Fig. 1: run 1, cell classes on the final placement
The bar under the picture is 50 um long. Fill, decap, tap and diode cells in grey.
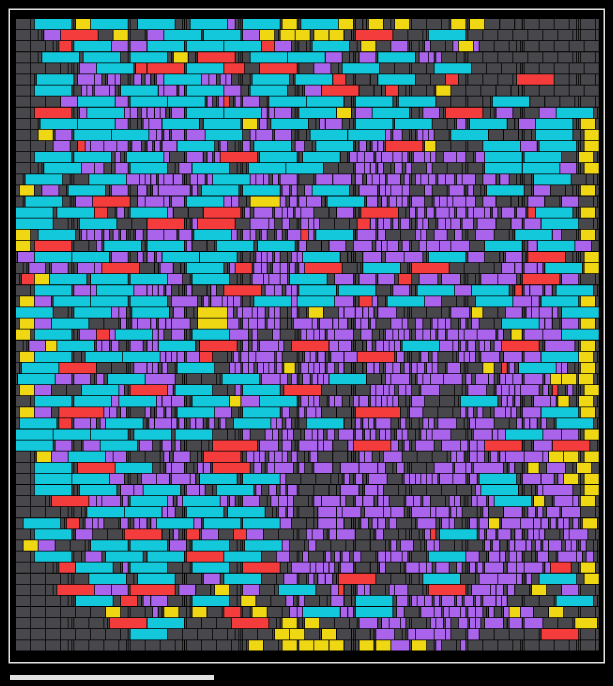
Fig. 2: run 1, clock routing
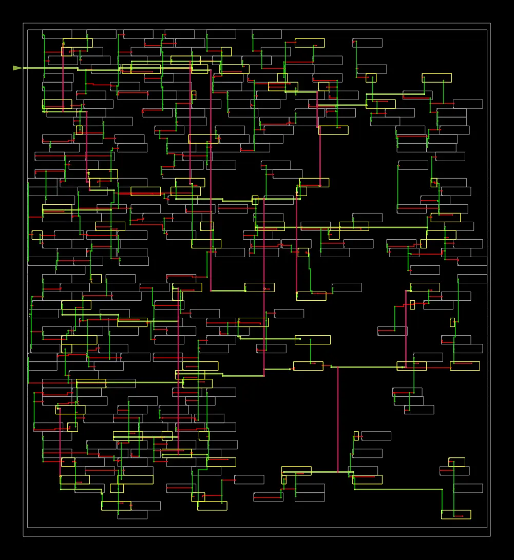
Fig. 3: run 1, logic cells by family
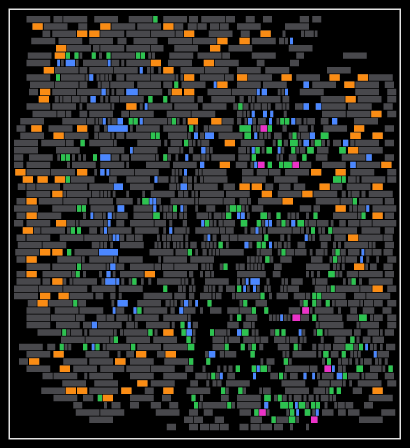
===== src/rtl/trapez_peak_sampler.sv =====
// trapez_peak_sampler: baseline-tracking trigger that samples the trapezoid flat top and emits corrected energy
module trapez_peak_sampler #(
  parameter int SIZE_SHAPER_DATA = 16,
  parameter int SIZE_ENERGY = 16,
  parameter int SIZE_TIMESTAMP = 32,
  parameter int SAMPLE_DELAY = 40,
  parameter int HOLDOFF_TIME = 16,
  parameter int BASE_SHIFT = 4
) (
  input  logic clk,
  input  logic reset,
  input  logic signed [SIZE_SHAPER_DATA-1:0] shaper_data,
  input  logic signed [SIZE_SHAPER_DATA-1:0] threshold,
  input  logic enable,
  input  logic energy_ready,
  output logic energy_valid,
  output logic [SIZE_ENERGY-1:0] energy_data,
  output logic [SIZE_TIMESTAMP-1:0] energy_timestamp,
  output logic energy_pileup,
  output logic event_lost,
  output logic busy
);
  localparam int W = SIZE_SHAPER_DATA;
  localparam int E = SIZE_ENERGY;
  localparam int T = SIZE_TIMESTAMP;
  localparam int XW = (W + 1 > E + 1) ? W + 1 : E + 1;
  localparam int CMAX = (SAMPLE_DELAY > HOLDOFF_TIME) ? SAMPLE_DELAY : HOLDOFF_TIME;
  localparam int CW = $clog2(CMAX + 1);
  localparam logic signed [XW-1:0] EMAX = XW'({E{1'b1}});
  typedef enum logic [1:0] {IDLE, DELAY, FALL, HOLDOFF} state_t;
  state_t state;
  logic [CW-1:0] cnt;
  logic [T-1:0] ts, trig_ts, pk_ts, en_ts;
  logic signed [W-1:0] baseline, peak;
  logic signed [W+1:0] level;
  logic signed [W:0] bdiff;
  logic signed [XW-1:0] ediff;
  logic [E-1:0] eclamp, en_d;
  logic gt, above, pileup, pk_v, pk_pile, en_v, en_pile;
  assign level = (W+2)'(baseline) + (W+2)'(threshold);
  assign gt = (W+2)'(shaper_data) > level;
  assign bdiff = (W+1)'(shaper_data) - (W+1)'(baseline);
  assign ediff = XW'(peak) - XW'(baseline);
  assign eclamp = ediff[XW-1] ? '0 : (ediff > EMAX) ? '1 : ediff[E-1:0];
  assign busy = state != IDLE;
  always_ff @(posedge clk or negedge reset) begin
    if (!reset) begin
      state <= IDLE;
      cnt <= '0;
      ts <= '0;
      trig_ts <= '0;
      baseline <= '0;
      above <= 1'b0;
      pileup <= 1'b0;
      peak <= '0;
      pk_v <= 1'b0;
      pk_pile <= 1'b0;
      pk_ts <= '0;
    end else begin
      ts <= ts + 1'b1;
      pk_v <= 1'b0;
      case (state)
        IDLE: begin
          baseline <= baseline + W'(bdiff >>> BASE_SHIFT);
          if (enable && gt) begin
            state <= DELAY;
            trig_ts <= ts;
            cnt <= CW'(1);
            pileup <= 1'b0;
            above <= 1'b1;
          end
        end
        DELAY: begin
          above <= gt;
          if (gt && !above) pileup <= 1'b1;
          if (cnt == CW'(SAMPLE_DELAY)) begin
            state <= FALL;
            peak <= shaper_data;
            pk_v <= 1'b1;
            pk_pile <= pileup | (gt & ~above);
            pk_ts <= trig_ts;
          end else cnt <= cnt + 1'b1;
        end
        FALL: begin
          if (!gt) begin
            state <= HOLDOFF;
            cnt <= CW'(1);
          end
        end
        HOLDOFF: begin
          if (cnt == CW'(HOLDOFF_TIME)) state <= IDLE;
          else cnt <= cnt + 1'b1;
        end
      endcase
      // losing enable before the peak sample abandons the event silently
      if (state != IDLE && !enable) begin
        state <= IDLE;
        pk_v <= 1'b0;
      end
    end
  end
  always_ff @(posedge clk or negedge reset) begin
    if (!reset) begin
      en_v <= 1'b0;
      en_d <= '0;
      en_pile <= 1'b0;
      en_ts <= '0;
      energy_valid <= 1'b0;
      energy_data <= '0;
      energy_timestamp <= '0;
      energy_pileup <= 1'b0;
      event_lost <= 1'b0;
    end else begin
      en_v <= pk_v;
      en_d <= eclamp;
      en_pile <= pk_pile;
      en_ts <= pk_ts;
      event_lost <= 1'b0;
      if (en_v && (!energy_valid || energy_ready)) begin
        energy_valid <= 1'b1;
        energy_data <= en_d;
        energy_timestamp <= en_ts;
        energy_pileup <= en_pile;
      end else begin
        if (en_v) event_lost <= 1'b1;
        if (energy_ready) energy_valid <= 1'b0;
      end
    end
  end
endmodule


===== config.mk =====
export PLATFORM = sky130hd
export DESIGN_NAME = trapez_peak_sampler
export DESIGN_NICKNAME = d
export VERILOG_FILES = /design/src/rtl/trapez_peak_sampler.sv
export SDC_FILE = /design/constraint.sdc
export NUM_CORES = 1
export LEC_CHECK = 0
export ABC_AREA = 1
export CORE_ASPECT_RATIO = 1.1
export CORE_MARGIN = 1
export CORE_UTILIZATION = 55
export CTS_CLUSTER_DIAMETER = 30
export DETAILED_ROUTE_END_ITERATION = 8
export PLACE_DENSITY = 0.75
export REMOVE_ABC_BUFFERS = 1
export SETUP_SLACK_MARGIN = 0.15
export SLEW_MARGIN = 5
export SYNTH_ARGS = -nofsm -noshare
export SYNTH_HDL_FRONTEND = slang
export SYNTH_SLANG_ARGS = --single-unit

===== constraint.sdc =====
create_clock -name clk -period 5 [get_ports clk]
set_input_delay 1.25 -clock clk [delete_from_list [all_inputs] [get_ports clk]]
set_output_delay 1.25 -clock clk [all_outputs]
set_load 0.01 [all_outputs]

==> job_summary.md, run 1 <==
### Flow metrics

| Metric | Value |
|---|---|
| Logic area | `between 5000 and 6000 um^2` |
| Layout Cells excl Fill | `1721` |
| GRT Util Overall | `24.8%` |
| Worst Setup EP | `cnt[1]$_DFFE_PN0P_` |
| # fillers | `between 1500 and 2000` |
| Hold WS | `between 0.3 and 0.4 ns` |
| Hold path start | `pk_v$_DFF_PN0_` |
| Flop pwr share | `24.6%` |
| # Cells Yosys | `between 1000 and 1500` |
| Rows | `57` |
| Tool Warnings | `31` |
| Post-Synth XOR/XNOR Area | `5.13%` |
| Worst hold path stage count | `0` |
| Largest net degree at the start of global routing | `124` |
| Die area | `between 20000 and 25000 um^2` |
| Number of global-route vias before repair | `9477` |
| GPL Wtd Cong | `0.877` |
| Total wire length | `27.5 mm` |
| Seq_cells | `241` |
| Max-slew violations | `0` |
| Dpl hpwl | `19.7 mm` |
| Clock power frac | `31.1%` |
| Routed wl met2 | `roughly 14 mm` |
| Worst r2r dst | `cnt[1]$_DFFE_PN0P_` |
| # diodes | `0` |
| Layout area overhead | `22.5%` |
| Via-per-instance ratio | `around 5.3` |
| Synth Cell Area | `roughly 12000 um^2` |
| Initial antenna violation count | `0` |
| Root Driver | `clkbuf_16` |
| Result of the run | `finished, final reports clean` |
| DRC Markers | `0` |
| Drt wl/cell | `16.0 um` |
| Die X | `about 150 um` |
| WL met1 | `11.3 mm` |
| Top sig layer | `met4` |
| Final worst-path setup slack | `0.568 ns` |
| Pwr top | `combinational logic` |
| Final Power | `between 9 and 10 mW` |
| Logic inverters | `137` |
| Adder Area Share | `9.12%` |
| Biggest area consumer among synthesized cells | `dfrtp_1` |
| Startpoint types | `primary input` |
| H-tree levels | `2` |
| Input/output buffers | `around 87` |
| Via Count | `9096` |
| Multi-In Gates | `863` |
| Top Layout Cells | `241 x dfrtp_1, 238 x nand2_1, 133 x inv_1` |
| Final sum of negative setup slack | `0 ns` |
| Top-count cell post-synth | `dfrtp_1` |
| Critical path type | `primary input to flop` |
| Yosys warning tally | `0` |
| Signal buf overhead | `6.77%` |
| NetSw | `about 3.9 mW` |
| Pre-antenna DRT Iters | `6` |
| Tapcell Cnt | `between 200 and 300` |
| Ao+oa area frac | `7.64%` |
| YS chip area | `12500 um^2` |
| Placement Cell Area | `13700 um^2` |
| Die Height | `160 um` |
| Switch share | `40.3%` |
| # Post-CTS Setup Buffers | `0` |
| Layout cell share with drive strength beyond 1 | `approximately 17%` |
| Register area share after synthesis | `between 40% and 50%` |
| Crit-path leading delay family | `simple AND/OR/NAND/NOR gates` |
| Critical path's slowest cell | `clkdlybuf4s50_1` |
| Asr flop ratio synth | `100%` |
| Post-CTS resize count | `0` |
| Signal buffers | `103` |
| RSZ-0062 raised after global routing | `no` |
| Hold endpoint | `en_v$_DFF_PN0_` |
| FF-to-FF Start | `baseline[2]$_DFFE_PN0P_` |
| Gr busiest metal | `met2` |
| WP data arrival | `4.85 ns` |
| Fmax | `226 MHz` |
| Beginning of the critical path | `threshold[2]` |
| Comb area leader | `simple AND/OR/NAND/NOR gates` |
| Met3 routed wirelength | `943 um` |
| Comb pwr share | `44.2%` |
| Seq group | `2.36 mW` |
| Buf/Inv on CP | `2` |
| Max-cap viol count | `0` |
| Tcrit/Tclk final | `approximately nine tenths` |
| WP depth | `23` |
| Total CTS buffers | `45` |
## Picture notes: Fig. 1
Key: clock drivers and dummy loads = red [cells 82]; all other logic = purple [cells 1000]; flip-flops = cyan [cells 241]; other buffers and delay cells = yellow [cells 103]
total core area: 22200 um^2
sequential share of cell area: 39.5%
Finished Core Util: 68.8%
Final Cell Area: 15300 um^2

## Picture notes: Fig. 2
layout clock buffer count: 53
clk pwr: 2.98 mW
Setup Skew: 0.0243 ns
Clock Sink Count: 241
clk_lat worst skew: 0.54 ns

## Picture notes: Fig. 3
Key: inverting AOI/OAI gates = green [cells 161, most used a21oi_1, where widely spread]; multiplexers = orange [cells 89, most used mux2_2, where widely spread]; NOR gates = blue [cells 112, most used nor2_1]; AND-OR and OR-AND gates = magenta [cells 8, most used a21o_1]
Commonest Layout Cell: dfrtp_1
multi-input combinational area share: 37.9%

==> run 1 -> run 2 <==
--- a/config.mk
+++ b/config.mk
@@ -14,7 +14,6 @@
 export PLACE_DENSITY = 0.75
 export REMOVE_ABC_BUFFERS = 1
 export SETUP_SLACK_MARGIN = 0.15
-export SLEW_MARGIN = 5
 export SYNTH_ARGS = -nofsm -noshare
 export SYNTH_HDL_FRONTEND = slang
 export SYNTH_SLANG_ARGS = --single-unit
==> run 2 against run 1 <==
  * Fmax unchanged
  * Critical path depth is the same
  * Sequential power about the same
  * Global-route usage unchanged
  * Routed wire length unchanged
  * Clock power about the same
  * First-iteration DRC count stayed put
  * Combinational power is essentially flat
  * Design area stayed put
  * Hold slack stayed put
  * Count of clock-buffer cells in the layout unchanged
  * Power unchanged
==> job_summary.md, run 2 <==
### Flow metrics

| Metric | Value |
|---|---|
| Tcrit/Tclk final | `88.6%` |
| GRT Util Overall | `24.8%` |
| Routed wl met2 | `14.3 mm` |
| Via Count | `~9100` |
| Layout clock buffer count | `53` |
| Hold path start | `pk_v$_DFF_PN0_` |
| # diodes | `0` |
| Top Layout Cells | `241 x dfrtp_1, 238 x nand2_1, 133 x inv_1` |
| # Cells Yosys | `~1300` |
| Max-slew violations | `0` |
| Crit-path leading delay family | `simple AND/OR/NAND/NOR gates` |
| Layout cell share with drive strength beyond 1 | `16.7%` |
| Seq group | `~2.4 mW` |
| Fmax | `226 MHz` |
| Ao+oa area frac | `7.64%` |
| Worst hold path stage count | `0` |
| Post-CTS resize count | `0` |
| Synth Cell Area | `12500 um^2` |
| YS chip area | `12500 um^2` |
| Result of the run | `finished, final reports clean` |
| Drt wl/cell | `16.0 um` |
| Final worst-path setup slack | `~0.57 ns` |
| Final sum of negative setup slack | `0 ns` |
| Met3 routed wirelength | `943 um` |
| DRC Markers | `0` |
| Clk pwr | `~3 mW` |
| Final Power | `9.58 mW` |
| WP depth | `23` |
| Pre-antenna DRT Iters | `6` |
| Critical path's slowest cell | `clkdlybuf4s50_1` |
| RSZ-0062 raised after global routing | `no` |
| Top sig layer | `met4` |
| Multi-In Gates | `863` |
| Logic area | `5780 um^2` |
| Asr flop ratio synth | `100%` |
| # fillers | `1665` |
| Hold endpoint | `en_v$_DFF_PN0_` |
| Die X | `between 100 and 150 um` |
| Beginning of the critical path | `threshold[2]` |
| Comb area leader | `simple AND/OR/NAND/NOR gates` |
| Critical path type | `primary input to flop` |
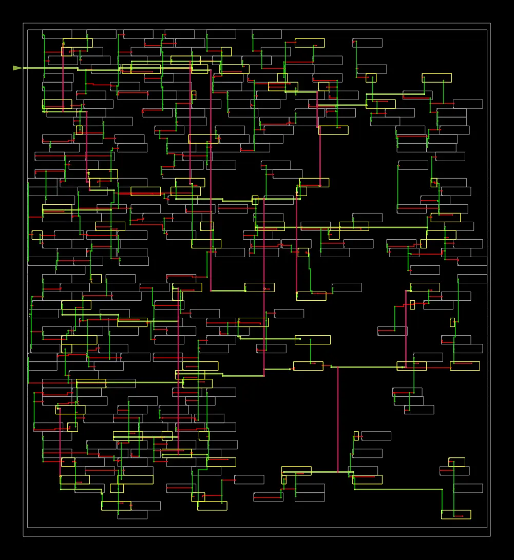
Fig. 4. Clock routing (run 2).
total CTS buffers: 45
seq_cells: 241

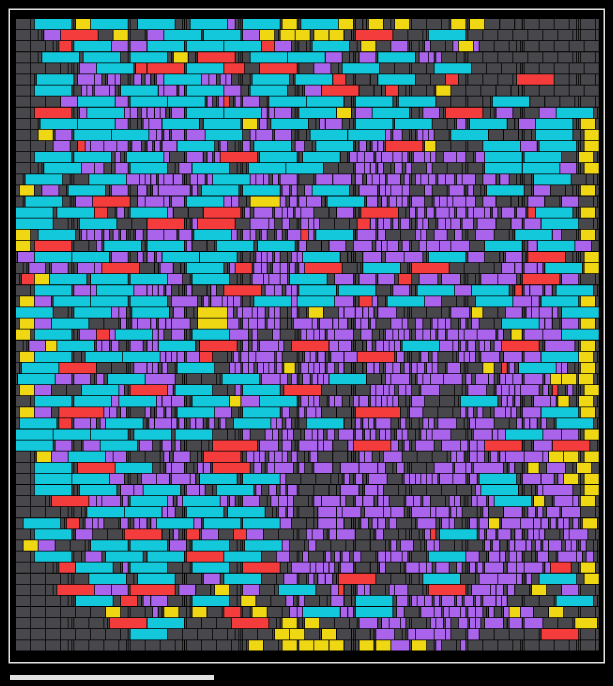
Fig. 5. Cell classes on the final placement (run 2).
The bar under the picture is 50 um long. Fill, decap, tap and diode cells in grey.
Key: all other logic = purple [cells 1000]; clock drivers and dummy loads = red [cells 82]; other buffers and delay cells = yellow [cells 103]; flip-flops = cyan [cells 241]
Rows: 57

==> run 2 -> run 3 <==
--- a/config.mk
+++ b/config.mk
@@ -9,7 +9,6 @@
 export CORE_ASPECT_RATIO = 1.1
 export CORE_MARGIN = 1
 export CORE_UTILIZATION = 55
-export CTS_CLUSTER_DIAMETER = 30
 export DETAILED_ROUTE_END_ITERATION = 8
 export PLACE_DENSITY = 0.75
 export REMOVE_ABC_BUFFERS = 1
@@ -17,3 +16,4 @@
 export SYNTH_ARGS = -nofsm -noshare
 export SYNTH_HDL_FRONTEND = slang
 export SYNTH_SLANG_ARGS = --single-unit
+export TNS_END_PERCENT = 30
==> run 3 against run 2 <==
  * Critical path depth unchanged
  * Via count is 2.6% lower
  * Largest power group unchanged
  * Sequential share of layout area increased by 2.0 points
  * Critical endpoint unchanged
  * Clock power down about 40%
==> job_summary.md, run 3 <==
### Flow metrics

| Metric | Value |
|---|---|
| Switch share | `42.0%` |
| Comb pwr share | `50.3%` |
| Max-slew violations | `0` |
| Seq group | `2.35 mW` |
| # fillers | `1757` |
| WL met1 | `11.1 mm` |
| Total CTS buffers | `24` |
| Max-cap viol count | `0` |
| Layout cell share with drive strength beyond 1 | `approximately 14%` |
| Worst r2r dst | `cnt[1]$_DFFE_PN0P_` |
| Clk_lat worst skew | `0.53 ns` |
| YS chip area | `12500 um^2` |
| Seq_cells | `about 240` |
| Result of the run | `finished, final reports clean` |
| Yosys warning tally | `0` |
| Total core area | `about 22000 um^2` |
| NetSw | `3.51 mW` |
| Logic inverters | `137` |
| Via Count | `8855` |
| Critical path type | `primary input to flop` |
| Post-Synth XOR/XNOR Area | `5.13%` |
| Placement Cell Area | `13700 um^2` |
| FF-to-FF Start | `baseline[2]$_DFFE_PN0P_` |
| Dpl hpwl | `19.7 mm` |
| Crit-path leading delay family | `simple AND/OR/NAND/NOR gates` |
| H-tree levels | `1` |
| DRC Markers | `0` |
| Tcrit/Tclk final | `88.8%` |
| Comb area leader | `simple AND/OR/NAND/NOR gates` |
| GPL Wtd Cong | `between 0.8 and 0.9` |
| Hold path start | `pk_v$_DFF_PN0_` |
| Worst Setup EP | `cnt[1]$_DFFE_PN0P_` |
| # Cells Yosys | `1264` |
| Hold endpoint | `en_v$_DFF_PN0_` |
| Total wire length | `26.5 mm` |
| Synth Cell Area | `12500 um^2` |
| WP depth | `23` |
| # Post-CTS Setup Buffers | `0` |
| Via-per-instance ratio | `5.26` |
| Clk pwr | `1.80 mW` |
| Top sig layer | `met4` |
| Layout area overhead | `16.7%` |
| Multi-In Gates | `863` |
| Clock power frac | `21.6%` |
| Signal buffers | `around 100` |
| Final worst-path setup slack | `0.562 ns` |
| Top-count cell post-synth | `dfrtp_1` |
| Critical path's slowest cell | `clkdlybuf4s50_1` |
| Final Power | `8.37 mW` |
| Startpoint types | `primary input` |
| Root Driver | `clkbuf_16` |
| Input/output buffers | `~87` |
| Met3 routed wirelength | `between 700 and 800 um` |
| Adder Area Share | `between 9 and 10%` |
| WP data arrival | `around 4.8 ns` |
| Hold WS | `0.349 ns` |
| Clock Sink Count | `241` |
| GRT Util Overall | `23.6%` |
| Gr busiest metal | `met2` |
| Pre-antenna DRT Iters | `7` |
| Commonest Layout Cell | `dfrtp_1` |
| Worst hold path stage count | `0` |
| Die area | `23300 um^2` |
| Beginning of the critical path | `threshold[2]` |
| Buf/Inv on CP | `2` |
| Tapcell Cnt | `295` |
| Routed wl met2 | `13.8 mm` |
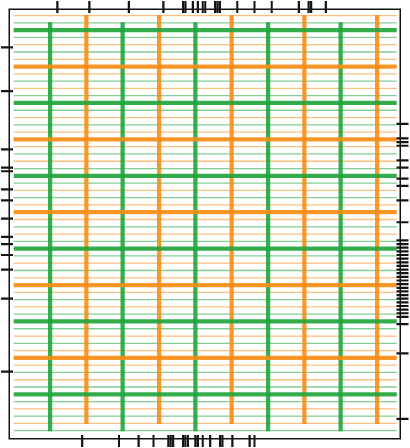
Fig. 6. Supply network (run 3).
Pins as bars on the die edge.
Key: VSS = green; VDD = orange
58 met1 rails follow the rows. 88 signal pins sit on the boundary.
Die Height: 160 um
Die X: 145 um
VDD IR-drop max: 299 uV

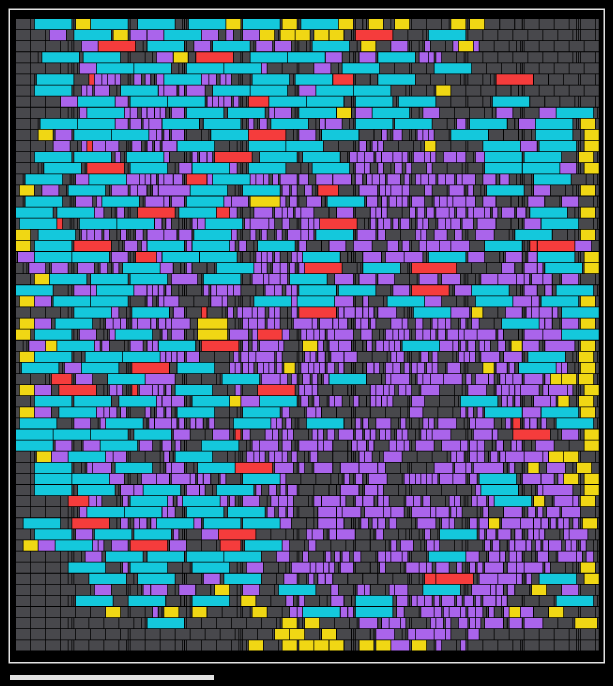
Fig. 7. Cell classes on the final placement (run 3).
The bar under the picture is 50 um long. Fill, decap, tap and diode cells in grey.
Key: flip-flops = cyan [cells 241]; clock drivers and dummy loads = red [cells 44]; all other logic = purple [cells 1000]; other buffers and delay cells = yellow [cells 103]
Finished Core Util: 65.5%
Final Cell Area: 14500 um^2
sequential share of cell area: 41.5%

Power figures rest on the tool's default switching activity, not on a simulated workload.
